$ cat src/rtl/psm_pkg.sv
// Shared encodings and helpers for the PWM/PSM regulation controller.
// Mode codes and the threshold clamp used by the sample pipeline.
package psm_pkg;

  localparam logic [1:0] MODE_PWM  = 2'd0;
  localparam logic [1:0] MODE_PSM  = 2'd1;
  localparam logic [1:0] MODE_AUTO = 2'd2;
  localparam logic [1:0] MODE_OFF  = 2'd3;

  function automatic int clamp_th(input int v, input int maxv);
    if (v < 0)
      return 0;
    if (v > maxv)
      return maxv;
    return v;
  endfunction

endpackage

$ cat src/rtl/psm_mode_ctrl_if.sv
// Streamed ADC sample bus (one-cycle valid strobe, no backpressure).
// master drives sample_valid/sample, slave consumes them.
interface psm_mode_ctrl_if #(
  parameter int ADC_W = 12
) ();

  logic             sample_valid;
  logic [ADC_W-1:0] sample;

  modport master (
    output sample_valid,
    output sample
  );

  modport slave (
    input sample_valid,
    input sample
  );

endinterface

$ cat src/rtl/psm_pwm_gen.sv
// Free-running PWM counter with wrap strobe and duty captured at wrap.
// Ports: clk, rst_n, duty in; wrap (cnt==max) and raw (cnt<duty_q) out.
module psm_pwm_gen #(
  parameter int RESOLUTION = 9
) (
  input  logic                  clk,
  input  logic                  rst_n,
  input  logic [RESOLUTION-1:0] duty,
  output logic                  wrap,
  output logic                  raw
);

  logic [RESOLUTION-1:0] cnt_q;
  logic [RESOLUTION-1:0] cnt_d;
  logic [RESOLUTION-1:0] duty_q;
  logic [RESOLUTION-1:0] duty_d;

  always_comb begin
    wrap   = (cnt_q == '1);
    cnt_d  = cnt_q + 1'b1;
    duty_d = wrap ? duty : duty_q;
    raw    = (cnt_q < duty_q);
  end

  always_ff @(posedge clk or negedge rst_n) begin
    if (!rst_n) begin
      cnt_q  <= '0;
      duty_q <= '0;
    end else begin
      cnt_q  <= cnt_d;
      duty_q <= duty_d;
    end
  end

endmodule

$ cat src/rtl/psm_mode_ctrl.sv
// PWM/PSM regulation controller: adaptive hysteresis, auto boost, gating.
// Ports: clk, rst_n, smp (sample bus), duty, mode, cnt_clr in; gate_out, burst_en, boost_active, low_th, high_th, skip_count out.
module psm_mode_ctrl
  import psm_pkg::*;
#(
  parameter int RESOLUTION = 9,
  parameter int ADC_W      = 12,
  parameter int V_REF      = 3730,
  parameter int BASE_LOW   = 3610,
  parameter int BASE_HIGH  = 3644,
  parameter int SH_LO      = 2,
  parameter int SH_HI      = 3,
  parameter int EMERG_ERR  = 128,
  parameter int ENTER_CNT  = 4,
  parameter int EXIT_CNT   = 8
) (
  input  logic                  clk,
  input  logic                  rst_n,
  psm_mode_ctrl_if.slave        smp,
  input  logic [RESOLUTION-1:0] duty,
  input  logic [1:0]            mode,
  input  logic                  cnt_clr,
  output logic                  gate_out,
  output logic                  burst_en,
  output logic                  boost_active,
  output logic [ADC_W-1:0]      low_th,
  output logic [ADC_W-1:0]      high_th,
  output logic [15:0]           skip_count
);

  localparam int MAXV    = (2 ** ADC_W) - 1;
  localparam int CNT_MAX = (ENTER_CNT > EXIT_CNT) ? ENTER_CNT : EXIT_CNT;
  localparam int CW      = $clog2(CNT_MAX + 1);

  localparam logic signed [ADC_W:0]   VREF_S  = (ADC_W+1)'(V_REF);
  localparam logic signed [ADC_W:0]   EMERG_S = (ADC_W+1)'(EMERG_ERR);
  localparam logic signed [ADC_W:0]   HALF_S  = (ADC_W+1)'(EMERG_ERR / 2);
  localparam logic signed [ADC_W+1:0] BLO_S   = (ADC_W+2)'(BASE_LOW);
  localparam logic signed [ADC_W+1:0] BHI_S   = (ADC_W+2)'(BASE_HIGH);
  localparam logic [CW-1:0]           ENTER_C = CW'(ENTER_CNT);
  localparam logic [CW-1:0]           EXIT_C  = CW'(EXIT_CNT);

  localparam logic [0:0] S_NORMAL = 1'b0;
  localparam logic [0:0] S_BOOST  = 1'b1;

  logic wrap;
  logic raw;

  psm_pwm_gen #(
    .RESOLUTION(RESOLUTION)
  ) u_pwm (
    .clk  (clk),
    .rst_n(rst_n),
    .duty (duty),
    .wrap (wrap),
    .raw  (raw)
  );

  logic                    v1_q, v1_d;
  logic [ADC_W-1:0]        smp_q, smp_d;
  logic signed [ADC_W:0]   err_q, err_d;
  logic [ADC_W-1:0]        low_q, low_d;
  logic [ADC_W-1:0]        high_q, high_d;
  logic                    burst_q, burst_d;
  logic [0:0]              state_q, state_d;
  logic [CW-1:0]           emerg_q, emerg_d;
  logic [CW-1:0]           rec_q, rec_d;
  logic [1:0]              mode_q, mode_d;
  logic                    gate_q, gate_d;
  logic                    gate_out_q, gate_out_d;
  logic [15:0]             skip_q, skip_d;

  logic signed [ADC_W:0]   err_n;
  logic signed [ADC_W+1:0] err_x;
  logic signed [ADC_W+1:0] lo_raw;
  logic signed [ADC_W+1:0] hi_raw;
  logic                    boost;
  logic                    gate_sel;

  assign boost = (state_q == S_BOOST);

  // Stage 1: error and error-adaptive thresholds
  always_comb begin
    err_n  = VREF_S - $signed({1'b0, smp.sample});
    err_x  = {err_n[ADC_W], err_n};
    lo_raw = BLO_S - (err_x >>> SH_LO);
    hi_raw = BHI_S - (err_x >>> SH_HI);
    v1_d   = smp.sample_valid;
    smp_d  = smp_q;
    err_d  = err_q;
    low_d  = low_q;
    high_d = high_q;
    if (smp.sample_valid) begin
      smp_d  = smp.sample;
      err_d  = err_n;
      low_d  = ADC_W'(clamp_th(int'(lo_raw), MAXV));
      high_d = ADC_W'(clamp_th(int'(hi_raw), MAXV));
    end
  end

  // Stage 2: hysteresis and boost FSM, both per registered sample
  always_comb begin
    burst_d = burst_q;
    state_d = state_q;
    emerg_d = emerg_q;
    rec_d   = rec_q;
    if (v1_q) begin
      if (smp_q < low_q)
        burst_d = 1'b1;
      else if (smp_q > high_q)
        burst_d = 1'b0;
    end
    if (mode_q != MODE_AUTO) begin
      state_d = S_NORMAL;
      emerg_d = '0;
      rec_d   = '0;
    end else if (v1_q) begin
      unique case (state_q)
        S_NORMAL: begin
          if (err_q > EMERG_S) begin
            emerg_d = (emerg_q == '1) ? emerg_q : emerg_q + 1'b1;
            if (emerg_d >= ENTER_C) begin
              state_d = S_BOOST;
              emerg_d = '0;
            end
          end else begin
            emerg_d = '0;
          end
        end
        S_BOOST: begin
          if (err_q < HALF_S) begin
            rec_d = (rec_q == '1) ? rec_q : rec_q + 1'b1;
            if (rec_d >= EXIT_C) begin
              state_d = S_NORMAL;
              rec_d   = '0;
              emerg_d = '0;
            end
          end else begin
            rec_d = '0;
          end
        end
        default: state_d = S_NORMAL;
      endcase
    end
  end

  // Gate decision uses the mode being captured at this wrap
  always_comb begin
    gate_sel = 1'b0;
    unique case (1'b1)
      (mode == MODE_PWM):  gate_sel = 1'b1;
      (mode == MODE_PSM):  gate_sel = burst_q;
      (mode == MODE_AUTO): gate_sel = burst_q | boost;
      (mode == MODE_OFF):  gate_sel = 1'b0;
      default:             gate_sel = 1'b0;
    endcase
  end

  always_comb begin
    mode_d     = wrap ? mode : mode_q;
    gate_d     = wrap ? gate_sel : gate_q;
    gate_out_d = raw & gate_q;
    skip_d     = skip_q;
    if (cnt_clr)
      skip_d = '0;
    else if (wrap && !gate_sel && (mode != MODE_OFF) && (skip_q != 16'hFFFF))
      skip_d = skip_q + 16'd1;
  end

  always_ff @(posedge clk or negedge rst_n) begin
    if (!rst_n) begin
      v1_q       <= 1'b0;
      smp_q      <= '0;
      err_q      <= '0;
      low_q      <= '0;
      high_q     <= '0;
      burst_q    <= 1'b0;
      state_q    <= S_NORMAL;
      emerg_q    <= '0;
      rec_q      <= '0;
      mode_q     <= MODE_PWM;
      gate_q     <= 1'b0;
      gate_out_q <= 1'b0;
      skip_q     <= '0;
    end else begin
      v1_q       <= v1_d;
      smp_q      <= smp_d;
      err_q      <= err_d;
      low_q      <= low_d;
      high_q     <= high_d;
      burst_q    <= burst_d;
      state_q    <= state_d;
      emerg_q    <= emerg_d;
      rec_q      <= rec_d;
      mode_q     <= mode_d;
      gate_q     <= gate_d;
      gate_out_q <= gate_out_d;
      skip_q     <= skip_d;
    end
  end

  assign gate_out     = gate_out_q;
  assign burst_en     = burst_q;
  assign boost_active = boost;
  assign low_th       = low_q;
  assign high_th      = high_q;
  assign skip_count   = skip_q;

endmodule
$ cat src/flat_wrapper.sv
// flat-port wrapper written by rule: the top's interface ports become plain ports
module psm_mode_ctrl_flat import psm_pkg::*;
#(
  parameter int RESOLUTION = 9,
  parameter int ADC_W      = 12,
  parameter int V_REF      = 3730,
  parameter int BASE_LOW   = 3610,
  parameter int BASE_HIGH  = 3644,
  parameter int SH_LO      = 2,
  parameter int SH_HI      = 3,
  parameter int EMERG_ERR  = 128,
  parameter int ENTER_CNT  = 4,
  parameter int EXIT_CNT   = 8
)
  (clk, rst_n, duty, mode, cnt_clr, gate_out, burst_en, boost_active, low_th, high_th, skip_count, smp_sample_valid, smp_sample);
  psm_mode_ctrl_if #(.ADC_W(ADC_W)) smp_i ();
  input  logic clk;
  input  logic rst_n;
  input  logic [RESOLUTION-1:0] duty;
  input  logic [1:0] mode;
  input  logic cnt_clr;
  output logic gate_out;
  output logic burst_en;
  output logic boost_active;
  output logic [ADC_W-1:0] low_th;
  output logic [ADC_W-1:0] high_th;
  output logic [15:0] skip_count;
  input wire logic [$bits(smp_i.sample_valid)-1:0] smp_sample_valid;
  input wire logic [$bits(smp_i.sample)-1:0] smp_sample;
  assign smp_i.sample_valid = smp_sample_valid;
  assign smp_i.sample = smp_sample;
  psm_mode_ctrl #(.RESOLUTION(RESOLUTION), .ADC_W(ADC_W), .V_REF(V_REF), .BASE_LOW(BASE_LOW), .BASE_HIGH(BASE_HIGH), .SH_LO(SH_LO), .SH_HI(SH_HI), .EMERG_ERR(EMERG_ERR), .ENTER_CNT(ENTER_CNT), .EXIT_CNT(EXIT_CNT)) u_core (.clk(clk), .rst_n(rst_n), .smp(smp_i), .duty(duty), .mode(mode), .cnt_clr(cnt_clr), .gate_out(gate_out), .burst_en(burst_en), .boost_active(boost_active), .low_th(low_th), .high_th(high_th), .skip_count(skip_count));
endmodule
$ cat config.mk
export PLATFORM = sky130hd
export DESIGN_NAME = psm_mode_ctrl_flat
export DESIGN_NICKNAME = d
export VERILOG_FILES = /design/src/rtl/psm_pkg.sv /design/src/rtl/psm_mode_ctrl_if.sv /design/src/rtl/psm_pwm_gen.sv /design/src/rtl/psm_mode_ctrl.sv /design/src/flat_wrapper.sv
export SDC_FILE = /design/constraint.sdc
export NUM_CORES = 1
export LEC_CHECK = 0
export CORE_ASPECT_RATIO = 0.9
export CORE_UTILIZATION = 45
export CTS_CLUSTER_DIAMETER = 120
export DETAILED_ROUTE_END_ITERATION = 12
export DONT_BUFFER_PORTS = 1
export PLACE_DENSITY = 0.61
export SETUP_SLACK_MARGIN = 0.5
export SLEW_MARGIN = 20
export SYNTH_ARGS = -nofsm -noshare
export SYNTH_HDL_FRONTEND = slang
export SYNTH_HIERARCHICAL = 1
export SYNTH_SLANG_ARGS = --single-unit
$ cat constraint.sdc
create_clock -name clk -period 3.4 [get_ports clk]
set_input_delay 0.68 -clock clk [delete_from_list [all_inputs] [get_ports clk]]
set_output_delay 0.68 -clock clk [all_outputs]
set_load 0.01 [all_outputs]
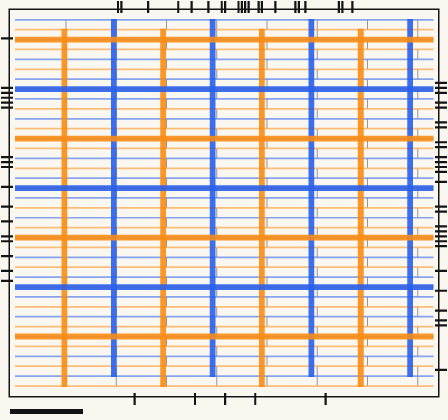
Fig. 1. Power grid.
The bar under the picture is 20 um long. Pins as bars on the die edge. Tap cells in gray.
Key: orange = VSS; blue = VDD
8 straps on met4. 38 met1 rails follow the rows. The core has 37 rows.
Core ar.: 11600 sq um
Die Span X: 118 um

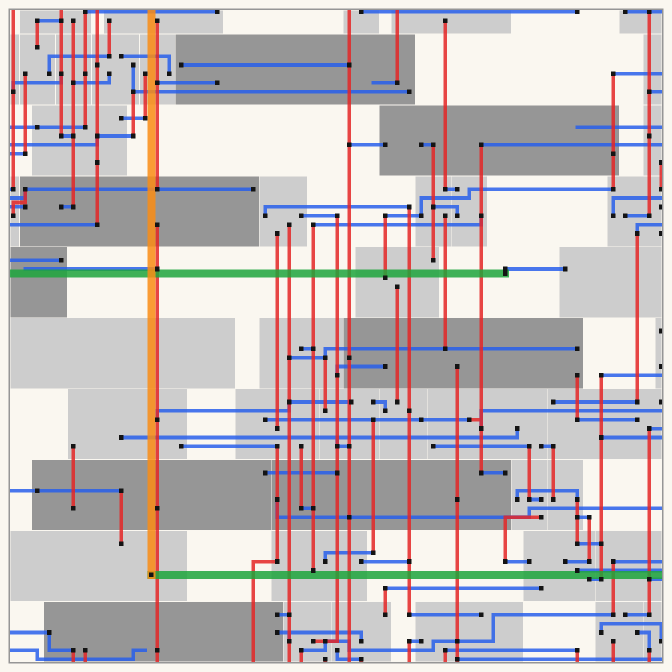
Fig. 2. Close-up of the layout.
Window x 76 to 101, y 14 to 39 um. Cells in gray, sequential cells in the stronger gray; small squares are vias.
Key: blue = metal 1; orange = metal 4; red = metal 2; green = metal 3
Most frequent: dfrtp_1 (7), nand2_1 (6), ha_1 (4). 36 logic cells have their middle in the window. Sequential cells in the window: 7. Netlist names of flops here include u_core/u_pwm/cnt_q (5), u_core/rec_q (2).

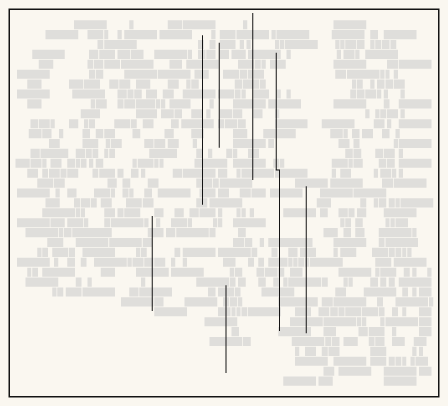
Fig. 3. The metal 4 layer.
Cells faint in the background.
The layer holds 2.4% of the routed length. 6 nets have wire on it.

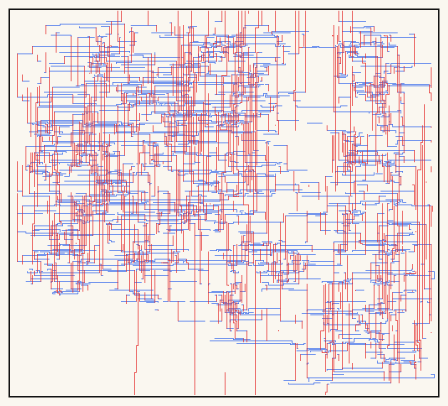
Fig. 4. Metal layers overlaid.
Two of the layers only.
Key: blue = metal 1 [wire length 5390 um]; red = metal 2 [wire length 5780 um]

==> results.sh <==
# implementation run metrics
export IMPL_status="finished, final reports clean"
export IMPL_ir_drop_mv=0.416
export IMPL_top_cells_by_count="97 x dfrtp_1, 46 x inv_1, 42 x nand2_1, 41 x ha_1, 37 x nor2_1"
export IMPL_p_per_area_nw_per_um2=476
export IMPL_cp_cell_sequence="ha_1 > nand3_2 > nor2_1 > ha_1 > nor2b_1 > o21ai_0 > or3b_1 > or3_1 > a21oi_1"
export IMPL_synthTopLogicFamily="AND-OR/OR-AND gates"
export IMPL_grt_use_total_pct=21.2
export IMPL_startpoint="u_core/u_pwm/cnt_q[0]$_DFF_PN0_"
export IMPL_place_port_buffers=0
export IMPL_cts_sink_count=97
export IMPL_min_period_over_period_pct=71.5
export IMPL_p_total_mw=2.82
export IMPL_clock_latency_ns=0.35
export IMPL_maxCapViolCount=0
export IMPL_critical_path_peak_fanout=7
export IMPL_rsz0062_at_grt="false"
export IMPL_compound_area_share_pct=16.2
export IMPL_wl_met3_um=781
export IMPL_via_per_inst=5.66
export IMPL_finish_utilization_pct=51.1
export IMPL_nets=608
export IMPL_yosys_area_top_type_share_pct=44.8
export IMPL_wl_per_cell_um=17.5
export IMPL_dr_pass1_iters=5
export IMPL_fmax_mhz=411
export IMPL_drc=0
export IMPL_use_met1_pct=26.6
export IMPL_crit_arrival_ns=2.71
export IMPL_cts_buffers=9
export IMPL_comb_area_share_pct=45.7
export IMPL_grt_most_used_layer="met2"
export IMPL_clkCellAreaFrac_pct=5.39
export IMPL_most_common_cell="dfrtp_1"
export IMPL_placed_cells=676
export IMPL_grt_max_degree=79
export IMPL_biggestCellCategory="logic gates"
export IMPL_ys_cells=540
export IMPL_met2_usage_pct=33.9
export IMPL_edf_count=0
export IMPL_largest_register_ff_count=16
export IMPL_switchingPower_mw=0.758
export IMPL_critPathLaunchType="flip-flop"
export IMPL_grt_pass1_vias=3970
export IMPL_flops=97
export IMPL_nMultiInputCombCells=375
export IMPL_slowest_delay_ns=0.52
export IMPL_mux_area_share_pct=4.46
export IMPL_drt_total_wl_um=12200
export IMPL_ys_chip_area_sq_um=5410
export IMPL_maxPowerGroup="sequential cells"
export IMPL_worst_slew_pin_slew_ns=0.673
export IMPL_netlist_instances=540
export IMPL_grt_pass1_wl_um=20500
export IMPL_clock_path_buffers=2
export IMPL_seq_share_pct=41.0
export IMPL_cp_top_family="simple AND/OR/NAND/NOR gates"
export IMPL_antenna_left=0
export IMPL_p_leak_nw=2.67
export IMPL_critPathBufInv=0
export IMPL_share_seq_of_total_power_pct=47.2
export IMPL_yosys_warnings=6
export IMPL_intPower_mw=2.06
export IMPL_cts_tree="built"
export IMPL_clockPowerShare_pct=38.8
export IMPL_synth_area_sq_um=5410
export IMPL_xor_area_share_pct=5.94
export IMPL_buf_share_pct=1.65
export IMPL_cts_max_level=3
export IMPL_nNonClkInverters=47
export IMPL_switching_share_pct=26.9
export IMPL_clock_skew_ns=0.00918
export IMPL_slew_limit_headroom_pct=55.1
export IMPL_comb_power_mw=0.392
export IMPL_ys_flop_type="dfrtp_1"
export IMPL_period_minus_slack_ns=2.43
export IMPL_power_frac_comb_pct=13.9
export IMPL_finalHoldViolCount=0
export IMPL_post_cts_buffers=0
export IMPL_io_pin_count=70
export IMPL_yosys_area_top_type="dfrtp_1"
export IMPL_ys_seq_share_pct=44.8
export IMPL_fin_cells=701
export IMPL_r2r_slack_ns=0.97
export IMPL_gr_total_overflow=0
export IMPL_syn_nets=608
export IMPL_antenna_found_initial=0
export IMPL_num_nonclk_buffers=10
export IMPL_gp_congestion=0.852
export IMPL_cts_resized=0
export IMPL_met3_usage_pct=7.19
export IMPL_logic_area_sq_um=2700
export IMPL_routed_top_layer="met4"
export IMPL_clkTransAtPathRegs_ns=0.07
export IMPL_cp_slowest_cell="or3b_1"
export IMPL_synth_simple_area_share_pct=13.9
export IMPL_synth_async_sr_flop_share_pct=100
export IMPL_setup_violations=0
export IMPL_hold_path_class="input port to async pin"
export IMPL_pwr_group_clock_mw=1.09
export IMPL_path_common_cell="ha_1"
export IMPL_fp_utilization_pct=46.8
export IMPL_hpwl_um=8580
export IMPL_synth_area_per_cell_sq_um=10.0
export IMPL_maxSlewViolCount=0
export IMPL_diodes=0
export IMPL_ys_flops=97
export IMPL_required_ns=3.68
export IMPL_path_class="flip-flop to flip-flop"
export IMPL_wl_met1_um=5390
export IMPL_area_delta_synth_final_pct=9.36
export IMPL_seq_power_mw=1.33
export IMPL_ff_latch_area_sq_um=2430
export IMPL_final_cell_mix="97 x dfrtp_1, 46 x inv_1, 42 x nand2_1, 41 x ha_1, 37 x nor2_1"
export IMPL_postCtsHoldBufs=7
export IMPL_taps=156
export IMPL_netlist_top_cells_area="dfrtp_1 45%, ha_1 9.5%, mux2_2 3.5%"
export IMPL_ys_types=66
export IMPL_r2r_start="u_core/u_pwm/cnt_q[0]$_DFF_PN0_"
export IMPL_fillCellCount=1049
export IMPL_lay_top_count="dfrtp_1"
export IMPL_row_count=37
export IMPL_ys_sh_adder_pct=9.48
export IMPL_n_clock_buffer=11
export IMPL_cp_end_kind="flip-flop"
export IMPL_setup_ws_ns=0.967
export IMPL_wl_met2_um=5780
export IMPL_drt_iter0_drc=231
export IMPL_cts_root_buf="clkbuf_16"
export IMPL_finalSetupTns_ns=0
export IMPL_tool_warnings=29
export IMPL_dp_slack_ns=0.666
export IMPL_drive_gt1_share_pct=8.99
export IMPL_die_area_sq_um=12500
export IMPL_dr_total_vias=3971
per-stage QoR:
step | hold slack [ns] | cell area (sq um)
global placement | 0.386 | 5510
floorplan | 0.384 | 5410
detailed placement | 0.387 | 5510
CTS | 0.000492 | 5900
global route | 0.000781 | 5920
finish | 0.0233 | 5920
worst paths after layout:
| check | endpoint | cells after the start |
|---|---|---|
| min in group clk | u_core/v1_q$_DFF_PN0_ | 0 |
| worst min-delay path | u_core/burst_en$_DFFE_PN0P_ | 0 |
| worst min register to register | u_core/gate_out$_DFF_PN0_ | 1 |
| max in group asynchronous | u_core/skip_count[5]$_DFFE_PN0P_ | 1 |
| worst max-delay path | u_core/skip_count[12]$_DFFE_PN0P_ | 9 |
| worst max register to register | u_core/skip_count[12]$_DFFE_PN0P_ | 9 |
